==> config.mk <==
export PLATFORM = sky130hd
export DESIGN_NAME = score_keeper
export DESIGN_NICKNAME = d
export VERILOG_FILES = /design/src/rtl/score_keeper.sv
export SDC_FILE = /design/constraint.sdc
export NUM_CORES = 1
export LEC_CHECK = 0
export CAP_MARGIN = 10
export CORE_MARGIN = 10
export CORE_UTILIZATION = 35
export DETAILED_ROUTE_END_ITERATION = 8
export GPL_ROUTABILITY_DRIVEN = 0
export PLACE_DENSITY = 0.85
export SLEW_MARGIN = 20
export SYNTH_ARGS = -nofsm -noshare
export SYNTH_HDL_FRONTEND = slang
export SYNTH_SLANG_ARGS = --single-unit
==> constraint.sdc <==
create_clock -name clk -period 3.4 [get_ports clk]
set_input_delay 0.68 -clock clk [delete_from_list [all_inputs] [get_ports clk]]
set_output_delay 0.68 -clock clk [all_outputs]
set_load 0.02 [all_outputs]
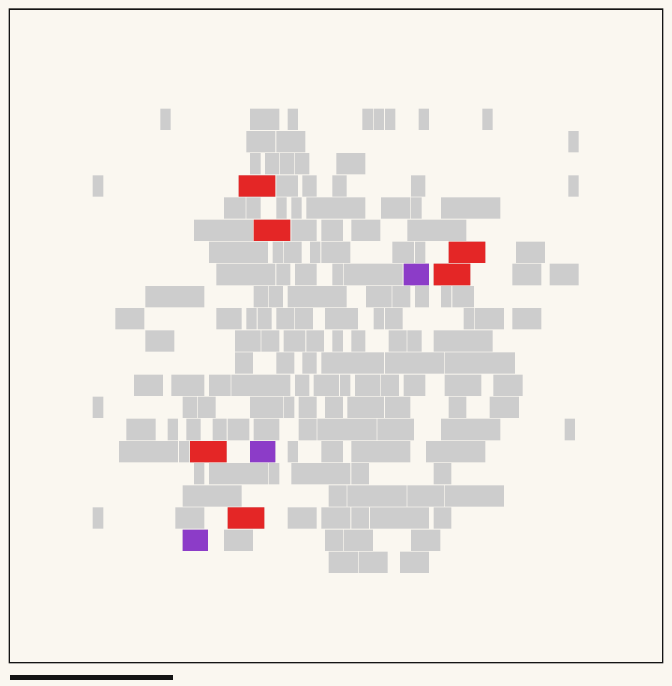
Figure 1: gate families picked out.
Bar = 20 um.
| color | family | cells | most used |
|---|---|---|---|
| purple | xor and xnor cells | 3 | xor2_1 |
| red | fa/ha/maj cells | 6 | ha_1 |
highest-count logic cell in the final layout: clkdlybuf4s50_1
Post-Layout Cell Count: 207
share of cell area taken by multi-input logic gates: 47.9%

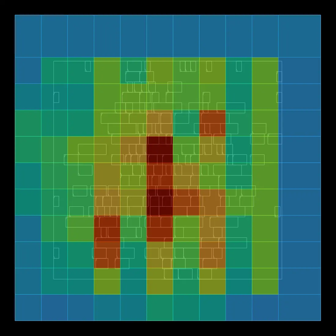
Figure 2: congestion heat map.
met2 track demand over resource in global routing: 14.4%
Post-Route Utilization: 44.7%
Avg WL per Cell: 13.3 um
Global Route met3 Usage: 3.45%

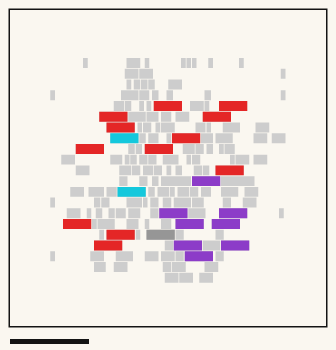
Figure 3: sequential cells colored by netlist name.
Bar = 20 um. Other sequential cells in the stronger gray, the rest of the logic in the fainter gray.
| color | netlist name | placed flops |
|---|---|---|
| cyan | `state` | 2 |
| red | `score_bcd` | 12 |
| purple | `prev_pos` | 8 |
not colored: 1
sequential cell area: 460 um^2
power attributed to sequential cells: 279 uW

==> flow_metrics.env <==
# source this file to load flow results
export IMPL_power_combinational_fraction_pct=11.2
export IMPL_path_clk_slew_ps=120
export IMPL_final_hold_viol_count=0
export IMPL_postCtsResizedCells=0
export IMPL_design_portCount=102
export IMPL_cts_buffer_depth=2
export IMPL_clock_tree_from_tritoncts="yes"
export IMPL_cts_buffers=3
export IMPL_intPower_uw=342
export IMPL_detail_route_wirelength_mm=2.75
export IMPL_dpl_cell_area_mm2=0.00150
export IMPL_result_of_the_run="complete, no violations"
export IMPL_max_slew_margin_rel_pct=62.3
export IMPL_cp_data_required_time_ps=3650
export IMPL_clock_latency_late_pin_ps=310
export IMPL_p_sw_share_pct=24.9
export IMPL_die_h_um=80.1
export IMPL_layout_min_cycle_time_ps=2270
export IMPL_floorplan_tapcells=46
export IMPL_critical_path_max_stage_delay_ps=470
export IMPL_power_clock_uw=126
export IMPL_postLayoutSetupSlackWorst_ps=1130
export IMPL_num_nonclk_buffers=24
export IMPL_ys_flops=23
export IMPL_cp_end_kind="flip-flop"
export IMPL_reg2reg_slack_ps=1490
export IMPL_area_of_all_placed_cells_without_fillers_mm2=0.00153
export IMPL_cap_violations=0
export IMPL_mostFrequentLayoutCells="clkdlybuf4s50_1 (24), dfxtp_1 (23), conb_1 (13)"
export IMPL_number_of_enable_flip_flop_cells=0
export IMPL_powerDensity_mw_per_mm2=298
export IMPL_arrival_ps=2520
export IMPL_grt_util_all_layers_pct=8.70
export IMPL_power_share_sequential_pct=61.2
export IMPL_post_cts_hold_buffer_count=0
export IMPL_layout_drive_gt1_share_pct=11.8
export IMPL_synth_area_per_cell_um2=9.29
export IMPL_path_delay_family="simple AND/OR/NAND/NOR gates"
export IMPL_worstPathCellList="clkdlybuf4s50_1, nor4_4, nand2_1, or3_4, or3_1, a21oi_1"
export IMPL_critical_path_peak_fanout=4
export IMPL_logic_gates=107
export IMPL_seq_cells=23
export IMPL_grt_max_degree=20
export IMPL_grt_pass1_vias=993
export IMPL_detailedRoute_firstPassIterationCount=4
export IMPL_met2WireLength_mm=1.32
export IMPL_post_synth_xor_area_fraction_pct=2.08
export IMPL_largest_cell_class="logic gates"
export IMPL_ys_chip_area_mm2=0.00126
export IMPL_largest_area_cell="dfxtp_1"
export IMPL_cts_sink_count=23
export IMPL_place_hpwl_mm=2.24
export IMPL_placement_rows=21
export IMPL_layout_non_clock_inverters=3
export IMPL_setup_worst_path_class="in2reg"
export IMPL_grt_setup_unrepaired="false"
export IMPL_port_buffer_count=24
export IMPL_fin_skew_ps=3.36
export IMPL_post_route_antenna_net_violation_count=0
export IMPL_path_type_of_the_worst_min_delay_path="reg2reg"
export IMPL_synth_yosys_warnings=0
export IMPL_ys_flop_type="dfxtp_1"
export IMPL_post_cts_repair_setup_buffers=0
export IMPL_topCellsByArea="dfxtp_1 (36%), buf_4 (7.7%), ha_1 (5.9%)"
export IMPL_chip_area_mm2=0.00641
export IMPL_clock_root_buffer="clkbuf_4"
export IMPL_fp_util_pct=37.0
export IMPL_vdd_drop_max_mv=0.151
export IMPL_largest_register_ff_count=12
export IMPL_setup_viol=0
export IMPL_dominant_power_group="registers"
export IMPL_worst_slew_pin_transition_ps=564
export IMPL_filler_cell_count=347
export IMPL_fin_hold_ws_ps=523
export IMPL_yosys_area_share_adder_pct=5.94
export IMPL_routed_top_layer="met4"
export IMPL_tool_warnings=93
export IMPL_critical_path_cell_count=6
export IMPL_route_met3_wl_um=198
export IMPL_post_synthesis_instance_area_mm2=0.00126
export IMPL_dp_cells=203
export IMPL_drc=0
export IMPL_clockNetworkAreaShare_pct=1.72
export IMPL_routedLengthMet1_mm=1.16
export IMPL_p_comb_uw=51.0
export IMPL_clockBufferCount=4
export IMPL_p_total_uw=455
export IMPL_avgViaCountPerCell=4.94
export IMPL_first_pass_grt_wire_length_mm=4.54
export IMPL_simple_gate_area_share_pct=37.4
export IMPL_power_switching_uw=113
export IMPL_dp_worst_setup_slack_ps=825
export IMPL_total_negative_slack_ps=0
export IMPL_combGateArea_um2=732
export IMPL_area_share_nonclk_buffers_pct=15.7
export IMPL_num_nets_final=244
export IMPL_timing_final_max_slew_violations=0
export IMPL_p_clk_share_pct=27.6
export IMPL_h_tree_depth=1
export IMPL_yosys_top_cells_count="dfxtp_1 (23), buf_4 (13), nand3_1 (10)"
export IMPL_areaGrowthSynthToFinish_pct=20.9
export IMPL_drtIter0Drc=37
export IMPL_p_leak_uw=0.000566
export IMPL_f_max_ghz=0.441
export IMPL_yosys_area_top_type_share_pct=36.4
export IMPL_synth_cells_yosys=136
export IMPL_synth_lib_cells_used_distinct=40
export IMPL_synth_compound_gate_area_share_pct=5.35
export IMPL_grt_ovfl_total=0
export IMPL_asyncSetResetFlopFracSynth_pct=0
export IMPL_grt_antenna_before_repair=0
export IMPL_die_width_um=80.1
export IMPL_hold_path_depth=2
export IMPL_synthMostInstantiatedCell="dfxtp_1"
export IMPL_synthCells=136
export IMPL_seq_area_share_pct=30.1
export IMPL_yosys_mux_area_fraction_pct=3.27
export IMPL_timing_critical_path_buf_inv=1
export IMPL_cell_with_the_biggest_individual_delay_on_the_critical_path="clkdlybuf4s50_1"
export IMPL_placeableCoreArea_mm2=0.00342
export IMPL_antenna_cells=0
export IMPL_grt_busiest_layer="met2"
export IMPL_r2r_worst_path_cells=7
export IMPL_routed_via_count=1022
export IMPL_startpoint_kind_of_the_worst_setup_timing_path="primary input"
export IMPL_synth_logic_top_family="simple AND/OR/NAND/NOR gates"
export IMPL_postSynthSeqShare_pct=36.4
export IMPL_final_period_utilization_pct=66.7
export IMPL_grt_met1_usage_pct=9.36
Power and IR drop assume default switching activity.
